===== src/rtl/world_pkg.sv =====
// Shared types and default field widths for the world write-back sequencer.
package world_pkg;

    localparam int SIGNAL_BITS = 8;
    localparam int SUGAR_BITS  = 8;
    localparam logic [SIGNAL_BITS-1:0] DEPOSIT_DEFAULT = 8'd32;

    // One world RAM word: sugar in the upper field, pheromone in the lower.
    typedef struct packed {
        logic [SUGAR_BITS-1:0]  sugar;
        logic [SIGNAL_BITS-1:0] signal;
    } cell_t;

    typedef enum logic [2:0] {
        ST_IDLE,
        ST_SELECT,
        ST_READ,
        ST_WAIT,
        ST_WRITE,
        ST_DONE
    } wb_state_t;

endpackage


===== src/rtl/world_cell_update.sv =====
// Combinational cell update: saturating pheromone deposit and sugar removal.
module world_cell_update
    import world_pkg::*;
#(
    parameter logic [SIGNAL_BITS-1:0] DEPOSIT = DEPOSIT_DEFAULT
) (
    input  cell_t cell_in,
    input  logic  collecting,
    input  logic  carrying,
    output cell_t cell_out
);

    logic [SIGNAL_BITS:0] sum;

    // Deposit with clamp at all-ones; take one sugar unless the cell is empty.
    always_comb begin
        // NOTE: every output gets a default first so no path can infer a latch.
        cell_out = cell_in;
        sum      = {1'b0, cell_in.signal} + {1'b0, DEPOSIT};
        if (collecting || carrying) begin
            cell_out.signal = sum[SIGNAL_BITS] ? '1 : sum[SIGNAL_BITS-1:0];
        end
        if (collecting && (cell_in.sugar != '0)) begin
            cell_out.sugar = cell_in.sugar - SUGAR_BITS'(1);
        end
    end

endmodule


===== src/rtl/world_writeback.sv =====
// Walks every ant after a move and read-modify-writes its world RAM cell.
module world_writeback
    import world_pkg::*;
#(
    parameter int NUM_ANTS    = 16,
    parameter int X_bits      = 8,
    parameter int Y_bits      = 8,
    parameter int SIGNAL_bits = SIGNAL_BITS,
    parameter int SUGAR_bits  = SUGAR_BITS,
    parameter logic [SIGNAL_BITS-1:0] DEPOSIT = DEPOSIT_DEFAULT
) (
    input  logic                             Clk,
    input  logic                             RESET_N,
    input  logic                             start,
    input  logic [NUM_ANTS*X_bits-1:0]       ant_X,
    input  logic [NUM_ANTS*Y_bits-1:0]       ant_Y,
    input  logic [NUM_ANTS-1:0]              ant_mouthFull,
    input  logic [NUM_ANTS-1:0]              ant_collecting,
    input  logic [NUM_ANTS-1:0]              ant_dropping,
    output logic [X_bits+Y_bits-1:0]         mem_addr,
    output logic                             mem_rd_en,
    input  logic [SUGAR_bits+SIGNAL_bits-1:0] mem_rd_data,
    output logic                             mem_wr_en,
    output logic [SUGAR_bits+SIGNAL_bits-1:0] mem_wr_data,
    output logic                             busy,
    output logic                             global_writing_flag,
    output logic [15:0]                      sugar_delivered
);

    localparam int IDX_W = (NUM_ANTS > 1) ? $clog2(NUM_ANTS) : 1;
    localparam logic [IDX_W-1:0] LAST = IDX_W'(NUM_ANTS - 1);

    wb_state_t state, next_state;
    logic [IDX_W-1:0] idx;

    logic [NUM_ANTS*X_bits-1:0] snap_x;
    logic [NUM_ANTS*Y_bits-1:0] snap_y;
    logic [NUM_ANTS-1:0]        snap_full;
    logic [NUM_ANTS-1:0]        snap_coll;
    logic [NUM_ANTS-1:0]        snap_drop;

    cell_t cell_q;
    cell_t cell_next;
    logic  cur_active;

    assign cur_active = snap_full[idx] | snap_coll[idx];

    world_cell_update #(.DEPOSIT(DEPOSIT)) u_update (
        .cell_in    (cell_q),
        .collecting (snap_coll[idx]),
        .carrying   (snap_full[idx]),
        .cell_out   (cell_next)
    );

    // Written word is only meaningful while the write strobe is up.
    assign mem_wr_data = mem_wr_en ? cell_next : '0;

    // State register with synchronous abort back to IDLE.
    always_ff @(posedge Clk) begin
        // NOTE: sequential state uses non-blocking assignments only.
        if (!RESET_N) state <= ST_IDLE;
        else          state <= next_state;
    end

    // Next-state logic for the per-ant walk.
    always_comb begin
        next_state = state;
        unique case (state)
            ST_IDLE:   if (start) next_state = ST_SELECT;
            ST_SELECT: begin
                if (cur_active)       next_state = ST_READ;
                else if (idx == LAST) next_state = ST_DONE;
                else                  next_state = ST_SELECT;
            end
            ST_READ:   next_state = ST_WAIT;
            ST_WAIT:   next_state = ST_WRITE;
            ST_WRITE:  next_state = (idx == LAST) ? ST_DONE : ST_SELECT;
            ST_DONE:   next_state = ST_IDLE;
            default:   next_state = ST_IDLE;
        endcase
    end

    // Snapshot, ant index, captured cell and delivered counter.
    always_ff @(posedge Clk) begin
        if (!RESET_N) begin
            idx             <= '0;
            snap_x          <= '0;
            snap_y          <= '0;
            snap_full       <= '0;
            snap_coll       <= '0;
            snap_drop       <= '0;
            cell_q          <= '0;
            sugar_delivered <= '0;
        end else begin
            if (state == ST_IDLE && start) begin
                snap_x    <= ant_X;
                snap_y    <= ant_Y;
                snap_full <= ant_mouthFull;
                snap_coll <= ant_collecting;
                snap_drop <= ant_dropping;
                idx       <= '0;
            end
            if (state == ST_SELECT) begin
                if (snap_drop[idx] && (sugar_delivered != 16'hFFFF)) begin
                    sugar_delivered <= sugar_delivered + 16'd1;
                end
                if (!cur_active && (idx != LAST)) idx <= idx + IDX_W'(1);
            end
            if (state == ST_WAIT) cell_q <= cell_t'(mem_rd_data);
            if (state == ST_WRITE && (idx != LAST)) idx <= idx + IDX_W'(1);
        end
    end

    // Registered strobes and address, decoded from the upcoming state.
    always_ff @(posedge Clk) begin
        if (!RESET_N) begin
            mem_rd_en           <= 1'b0;
            mem_wr_en           <= 1'b0;
            global_writing_flag <= 1'b0;
            busy                <= 1'b0;
            mem_addr            <= '0;
        end else begin
            mem_rd_en           <= (next_state == ST_READ);
            mem_wr_en           <= (next_state == ST_WRITE);
            global_writing_flag <= (next_state == ST_DONE);
            busy                <= (next_state != ST_IDLE);
            if (next_state == ST_READ) begin
                mem_addr <= {snap_y[idx*Y_bits +: Y_bits], snap_x[idx*X_bits +: X_bits]};
            end
        end
    end

endmodule

===== config.mk =====
export PLATFORM = sky130hd
export DESIGN_NAME = world_writeback
export DESIGN_NICKNAME = d
export VERILOG_FILES = /design/src/rtl/world_pkg.sv /design/src/rtl/world_cell_update.sv /design/src/rtl/world_writeback.sv
export SDC_FILE = /design/constraint.sdc
export NUM_CORES = 1
export LEC_CHECK = 0
export CAP_MARGIN = 20
export CORE_MARGIN = 2
export CORE_UTILIZATION = 46
export CTS_CLUSTER_SIZE = 25
export DETAILED_ROUTE_END_ITERATION = 6
export PLACE_DENSITY = 0.73
export SLEW_MARGIN = 10
export SYNTH_ARGS = -nofsm -noshare
export SYNTH_HDL_FRONTEND = slang
export SYNTH_SLANG_ARGS = --single-unit

===== constraint.sdc =====
create_clock -name Clk -period 2.3 [get_ports Clk]
set_input_delay 0.23 -clock Clk [delete_from_list [all_inputs] [get_ports Clk]]
set_output_delay 0.23 -clock Clk [all_outputs]
set_load 0.01 [all_outputs]

==> qor.yml, run 1 <==
status: "finished with violations"
violations: "negative setup slack"
placed_area_sq_um: 20800
h-tree-depth: 2
layout.area.comb_sq_um: 8790
grt_setup_unrepaired: "true"
finalSetupViolations: 54
worst_slack_ns: -0.619
dieHeight_um: 192
power.density_nw_per_um2: 852
numSynthFlops: 363
fmax_mhz: 343
synthFlopType: "dfxtp_1"
wirelength_mm: 50.3
fin_setup_tns_ns: -14.69
ctsHoldBuffers: 0
antenna_found_initial: 2
vias_per_cell: 5.38
holdWs_ns: 0.123
cts_inserted_buffers: 39
swShare_pct: 30.0
largest_area_cell: "dfxtp_1"
finalPower_uw: 19400
die_w_um: 192
required_ns: 2.07
num_antenna_cells: 0
crit_type: "flip-flop to output pin"
numClockSinks: 363
finalCritPeriodShare_pct: 127
slew_violations: 0
yosys_warnings: 0
synth-edff-count: 0
p_switching_uw: 5830
die_area_sq_um: 37000
hpwl_mm: 35.4
netlist_instances: 1816
antenna_left: 0
clockBufferDepth: 3
ys_async_sr_fraction_pct: 0
clock_skew_ns: 0.0193
syn_avg_cell_area_sq_um: 8.99
worstMarginPinSlew_ns: 0.601
crit_path_start_kind: "flip-flop"
place_ws_ns: -0.586
p_clk_share_pct: 32.7
io_pins: 375
overflow: 0
critPathMaxFanout: 5
cts_tree: "done"
synth_cell_types: 50
yosys_area_sq_um: 16300
hold_viol_final: 0
cp.arrival_ns: 2.69
ys_seq_share_pct: 44.5
post-route-drc-count: 0
combPwrFrac_pct: 28.9
fin_nets: 2503
synth_top_area_share_pct: 44.5
maxCapViolCount: 0
yosys_cells: 1816
pwr-share-seq_pct: 38.4
avgRoutedWirePerCell_um: 18.9
p_int_uw: 13600
lay_top_count: "nand2_1"
syn_to_final_growth_pct: 39.6
p_leak_uw: 0.00838
vias: 14323
clk_pin_slew_worst_paths_ns: 0.06
syn_nets: 2143
hold_path.class: "input port to flip-flop"
timing.final.crit_period_ns: 2.92
place_inst: 2565
end_kind: "output pin"
slew_headroom_pct: 60.0
clockRootBuffer: "clkbuf_16"
place.gp.congestion: 0.916
peakVddDrop_uv: 605
grt_usage_pct: 26.5
grt_pass1_vias: 14011
most-common-layout-cells: "nand2_1 (679), dfxtp_1 (360), clkdlybuf4s50_1 (357), a21boi_0 (320), mux4_2 (90)"
grt_pass1_wl_mm: 76.3
drive_gt1_share_pct: 14.6
port_buffers: 374
grt_max_degree: 113
drtIter0Drc: 933
clock.latency.late_pin_ns: 0.53
synthTopCellsByArea: "dfxtp_1 (45%), nand2_1 (16%), a21boi_0 (15%), mux4_2 (12%), clkbuf_1 (2.8%)"
dr.pass1.iters: 5
warnings: 31
fp-utilization_pct: 47.0
==> run 1: Yosys cell counts, types with 3 or more instances <==
| cell | n |
|---|---|
| ha_1 | 4 |
| and2_1 | 21 |
| and3_1 | 4 |
| a21boi_1 | 18 |
| nor2b_1 | 6 |
| dfxtp_1 | 363 |
| nor2_1 | 11 |
| nand3_1 | 12 |
| xor2_1 | 12 |
| o21ai_0 | 15 |
| clkbuf_1 | 123 |
| mux2i_1 | 10 |
| nor4_1 | 6 |
| buf_1 | 8 |
| o21ai_1 | 7 |
| a21boi_0 | 321 |
| and4_1 | 3 |
| nand4_1 | 6 |
| nand2b_1 | 9 |
| a21oi_1 | 12 |
| xnor2_1 | 6 |
| inv_1 | 5 |
| o21a_1 | 9 |
| mux4_2 | 90 |
| mux2_2 | 4 |
| nor3_1 | 8 |
| buf_2 | 11 |
| nand2_1 | 683 |
==> run 1: final timing paths <==
path	startpoint	endpoint	slack, ns	cells after the start
max reg2reg	idx[0]	idx[1]	-0.31	11
max	idx[0]	mem_wr_data[6]	-0.62	9
min reg2reg	mem_addr[5]	mem_addr[5]	0.46	2
min	RESET_N	snap_y[107]	0.12	2
==> run 1: power by group through the flow <==
stage / registers, uW / clock network [uW] / logic, uW
global route: 7520 / 6690 / 6070
detailed placement: 7570 / 0 / 4660
finish: 7440 / 6360 / 5610
global placement: 7530 / 0 / 4600
floorplan: 7410 / 0 / 2860
CTS: 7430 / 6460 / 5230
==> run 1: cell families (layout without fill, tap and decap cells) <==
kind of cell / Yosys count / count (layout) / share of synthesized area [%]
XOR/XNOR: 18 / 18 / 0.966
adder cells (fa/ha/maj): 4 / 4 / 0.307
multiplexers: 104 / 104 / 13.3
AND/OR/NAND/NOR: 780 / 780 / 19.3
flip-flops: 363 / 363 / 44.5
AND-OR/OR-AND: 396 / 397 / 17.9
buffers and inverters: 151 / 540 / 3.70
==> run 1: worst max-delay path, cell delays in order, from the launching register on <==
cell      delay (ns)
dfxtp_4         0.39
buf_12          0.12
mux4_2          0.48
mux2_4          0.29
a22oi_4         0.24
and2_4          0.22
buf_6           0.11
o21ai_2         0.04
a21boi_1        0.12
buf_2           0.15
==> run 1: per-layer routing <==
| metal | wire length (um) | track usage, % | part of all wire, % | up-vias |
|---|---|---|---|---|
| li1 | - | - | - | 6876 |
| met1 | 21900 | 35.2 | 44 | 6880 |
| met2 | 23100 | 43.1 | 46 | 463 |
| met3 | 3590 | 5.00 | 7.1 | 100 |
| met4 | 1640 | 9.72 | 3.3 | 4 |
| met5 | 26 | 0 | 0.052 | - |
==> run 1: final cells by class <==
type	count	area share, %
repair buffers	464	21.1
inverters	5	0.0824
well taps	455	2.50
multi-input cells	1303	38.6
clock inverters	14	0.620
clock buffers	57	5.16
flip-flops and latches	363	31.9
==> run 1: flip-flops by register name, summed over array words and instances (netlist names), 3 cells and up <==
signal,count
snap_x,128
snap_y,128
cell_q,16
mem_addr,16
snap_coll,16
snap_drop,16
snap_full,16
sugar_delivered,16
idx,4
state,3
==> run 1: repair_timing <==
item | in CTS | in global routing
setup endpoints to repair | 55 | 56
buffers inserted | 16 | 7
gates cloned | 2 | 1
pin swaps | 25 | 24
gates resized | 129 | 41
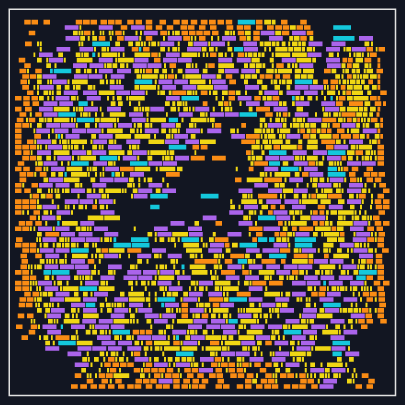
*Placement by cell class, run 1*
Drawn at 2 px/um.
| class | color | cells | share of their area |
|---|---|---|---|
| clock drivers and dummy loads | cyan | 71 | 5.9% |
| flip-flops | purple | 363 | 33% |
| all other logic | yellow | 1,308 | 40% |
| other buffers and delay cells | orange | 464 | 22% |
Final Cell Area: 22,800 sq um
core box area: 34,700 sq um
# rows: 68
fin util: 65.6%
Seq/total area: 31.9%

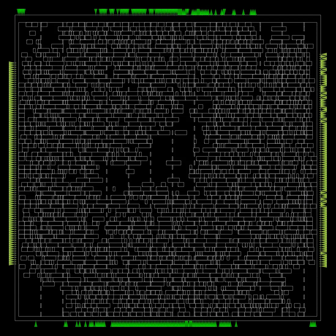
*Cell placement, run 1*
non-filler instance count after layout: 2,661
Seq cells: 363
Fill cells: 2,833
Well Taps: 455

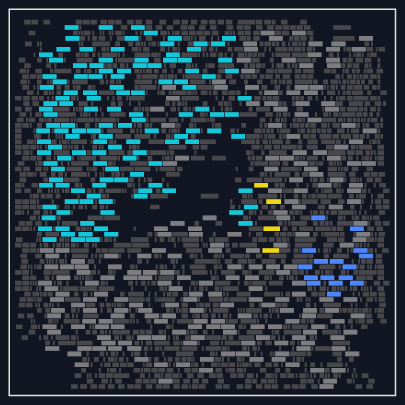
*Register map, names as in the netlist, run 1*
Drawn at 2 px/um. Other sequential cells in the stronger gray, the rest of the logic in the fainter gray.
| name in the netlist | color | flops |
|---|---|---|
| idx | yellow | 4 |
| snap_x | cyan | 128 |
| snap_full | blue | 16 |
not colored: 215
Seq group: 7440 uW
FF/Latch Area: 7280 sq um

### Signal wires on met3, run 1

Drawn at 1.5 px/um. Cells faint in the background.
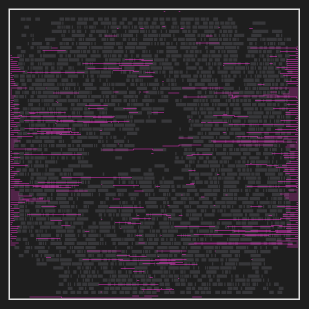

==> inputs of run 2 (changes only) <==
--- a/config.mk
+++ b/config.mk
@@ -7,11 +7,14 @@
 export LEC_CHECK = 0
 export CAP_MARGIN = 20
 export CORE_MARGIN = 2
-export CORE_UTILIZATION = 46
+export CORE_UTILIZATION = 47
+export CTS_BUF_LIST = sky130_fd_sc_hd__clkbuf_8
 export CTS_CLUSTER_SIZE = 25
 export DETAILED_ROUTE_END_ITERATION = 6
-export PLACE_DENSITY = 0.73
+export PLACE_DENSITY = 0.75
+export SETUP_SLACK_MARGIN = 0.05
 export SLEW_MARGIN = 10
 export SYNTH_ARGS = -nofsm -noshare
 export SYNTH_HDL_FRONTEND = slang
+export SYNTH_HIERARCHICAL = 1
 export SYNTH_SLANG_ARGS = --single-unit
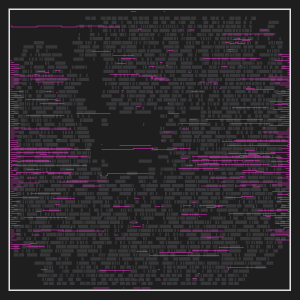
*Signal wires on met3, run 2*
Drawn at 1.5 px/um. Cells faint in the background.
nets with wire on the layer: 290
share of all routed wire: 6.9%
wire length on this layer: 3,240 um
longest straight run: 52.4 um
final wirelength: 47.0 mm
via count: 14,296
GRT met3 Usage: 5.36%

==> qor.yml, run 2 <==
largest_area_cell: "dfxtp_1"
cp.arrival_ns: 2.95
clock.latency.late_pin_ns: 0.61
slew_violations: 0
yosys_area_sq_um: 15600
port_buffers: 374
status: "finished with violations"
overflow: 0
hpwl_mm: 33.0
synthFlopType: "dfxtp_1"
min_to: "idx[0]"
place_inst: 2562
io_pins: 375
synth-edff-count: 0
syn_nets: 2157
post-route-drc-count: 0
crit_type: "flip-flop to output pin"
reg2reg_slack_ns: -0.21
antenna_found_initial: 3
numSynthFlops: 363
lay_top_count: "nand2_1"
p_switching_uw: 4560
yosys_warnings: 6
place.gp.congestion: 0.876
grt_setup_unrepaired: "true"
worst_slack_ns: -0.880
grt_pass1_vias: 14189
synth_top_area_share_pct: 46.5
core_sq_um: 32600
ys_seq_share_pct: 46.5
swShare_pct: 27.7
clockRootBuffer: "clkbuf_8"
peakVddDrop_uv: 451
netlist_instances: 1829
ys_top_logic_family: "simple AND/OR/NAND/NOR gates"
grt_pass1_wl_mm: 73.5
r2r-end: "mem_addr[2]"
final_cell_area_sq_um: 21600
dr.pass1.iters: 5
fp-utilization_pct: 47.9
timing.final.crit_period_ns: 3.18
synthTopCellsByArea: "dfxtp_1 (46%), nand2_1 (17%), mux4_2 (13%), a21oi_1 (11%), clkbuf_1 (2.7%)"
warnings: 32
fp-row-count: 66
antenna_left: 0
yosys_cells: 1829
hold_viol_final: 0
ctsHoldBuffers: 0
required_ns: 2.07
power.density_nw_per_um2: 761
cts_inserted_buffers: 57
worstMarginPinSlew_ns: 0.678
reg.largest.list: "snap_x x128, snap_y x128"
hold_path.class: "input port to flip-flop"
vias_per_cell: 5.33
maxCapViolCount: 0
grt_max_degree: 103
reg2regPathDepth: 11
clk_pin_slew_worst_paths_ns: 0.06
clockBufferDepth: 3
ys_async_sr_fraction_pct: 0
finalPower_uw: 16400
aoi_share_pct: 13.0
ys_sh_mux_pct: 14.9
grt_usage_pct: 26.1
cp_cell_sequence: "mux4_2 > nor2_2 > o32a_4 > inv_4 > or3b_4 > nor3_4 > mux2_4 > and2_4 > buf_6"
die_area_sq_um: 34700
die_w_um: 186
syn_to_final_growth_pct: 38.2
cp_slowest_cell: "or3b_4"
critPathMaxFanout: 4
syn_avg_cell_area_sq_um: 8.55
top_cell: "nand2_1"
placed_area_sq_um: 20100
finalSetupViolations: 35
finalCritPeriodShare_pct: 138
drive_gt1_share_pct: 13.9
netlist_area_sq_um: 15600
h-tree-depth: 2
avgRoutedWirePerCell_um: 17.5
rr_startpoint: "idx[1]"
end_kind: "output pin"
max_stage_delay_ns: 0.42
violations: "negative setup slack"
min_from: "RESET_N"
combPwrFrac_pct: 20.8
fmax_mhz: 314
synthXorXnorAreaFrac_pct: 0.112
drtIter0Drc: 885
p_int_uw: 11900
fin_nets: 2518
numClockSinks: 363
place_ws_ns: -0.688
crit_path_start_kind: "flip-flop"
yosys.area_share.simple_pct: 20.8
hold_depth: 3
dieHeight_um: 186
cts_tree: "done"
nFillCells: 2642
pwr-share-seq_pct: 43.1
most-common-layout-cells: "nand2_1 (691), dfxtp_1 (360), clkdlybuf4s50_1 (357), a21oi_1 (338), mux4_2 (89)"
clock_skew_ns: 0.0376
slew_headroom_pct: 54.8
p_clk_share_pct: 36.2
fin_util_pct: 66.3
fin_cells: 2680
fa_ha_area_share_pct: 0.400
p_leak_uw: 0.00807
synth_cell_types: 57
yosys-top-cells-count: "nand2_1 (693), dfxtp_1 (363), a21oi_1 (338), clkbuf_1 (112), mux4_2 (88)"
run 2: netlist changes by cell type in the layout (fill, tap and decap cells not counted), moves of 12 or more:
cell | before | now
a21boi_0 | 320 | 0
clkbuf_16 | 41 | 1
a21boi_1 | 18 | 0
a21oi_1 | 7 | 338
clkbuf_8 | 12 | 78
nand2_1 | 679 | 691
o31ai_1 | 0 | 12
mux2i_1 | 9 | 22
inv_1 | 5 | 17
run 2: power by group through the flow:
stage,Sequential (uW),Combinational (uW),Clock [uW]
finish,7080,3420,5940
global route,7130,3720,6330
CTS,7070,3370,6030
detailed placement,7200,3290,0
global placement,7170,3230,0
floorplan,7110,2010,0
run 2: how the worst max path moves through the flow:
stage                 endpoint    from  cells after the start  slack (ns)
6_report       mem_wr_data[15]  idx[1]                      9       -0.88
5_1_grt        mem_wr_data[11]  idx[1]                      9       -1.03
4_1_cts        mem_wr_data[15]  idx[1]                      9       -0.95
3_5_place_dp   mem_wr_data[11]  idx[1]                      9       -0.69
3_3_place_gp   mem_wr_data[11]  idx[1]                      9       -0.67
2_1_floorplan  mem_wr_data[15]  idx[1]                      9       -0.24
run 2: what timing repair did:
item,in CTS,in global routing
endpoints found under the setup margin,38,44
setup buffers,4,5
pin swaps,7,11
gates cloned,1,1
endpoints found under the hold margin,0,0
resized,81,32
run 2: cells by family after synthesis:
group / Yosys count
xor+xnor: 2
buf+inv: 157
simple gates: 798
compound gates: 387
flops: 363
mux: 117
fa+ha+maj: 5
run 2: area by class of cell:
cell class / count / area (sq um) / share of cell area [%]
well taps: 442 / 553 / 2.56
repair buffers: 450 / 4600 / 21.3
diodes: 3 / 7.51 / 0.0347
inverters: 9 / 43.8 / 0.203
flip-flops and latches: 363 / 7280 / 33.7
clock inverters: 26 / 204 / 0.944
clock buffers: 78 / 1070 / 4.97
multi-input cells: 1309 / 7850 / 36.3
run 2: through the flow:
step,hold WS (ns),TNS (ns)
after floorplan,0.366,-1.62
after global placement,0.438,-10.93
after detailed placement,0.445,-12.48
after CTS,0.00385,-16.54
after global routing,0.0305,-20.03
final,0.0379,-15.82
run 2: worst max-delay path, delay by kind of cell (launching register included):
| family | cells | cell delay [ns] |
|---|---|---|
| AND-OR/OR-AND | 1 | 0.38 |
| AND/OR/NAND/NOR | 4 | 0.76 |
| buffers and inverters | 2 | 0.19 |
| flip-flops | 1 | 0.37 |
| multiplexers | 2 | 0.66 |
run 2: routing by layer:
layer	vias to the layer above	track usage [%]	share of wire (%)
li1	6956	-	-
met1	6740	31.6	40
met2	503	45.5	49
met3	97	5.36	6.9
met4	0	10.1	3.4
met5	-	0	0
Power figures rest on the tool's default switching activity, not on a simulated workload.
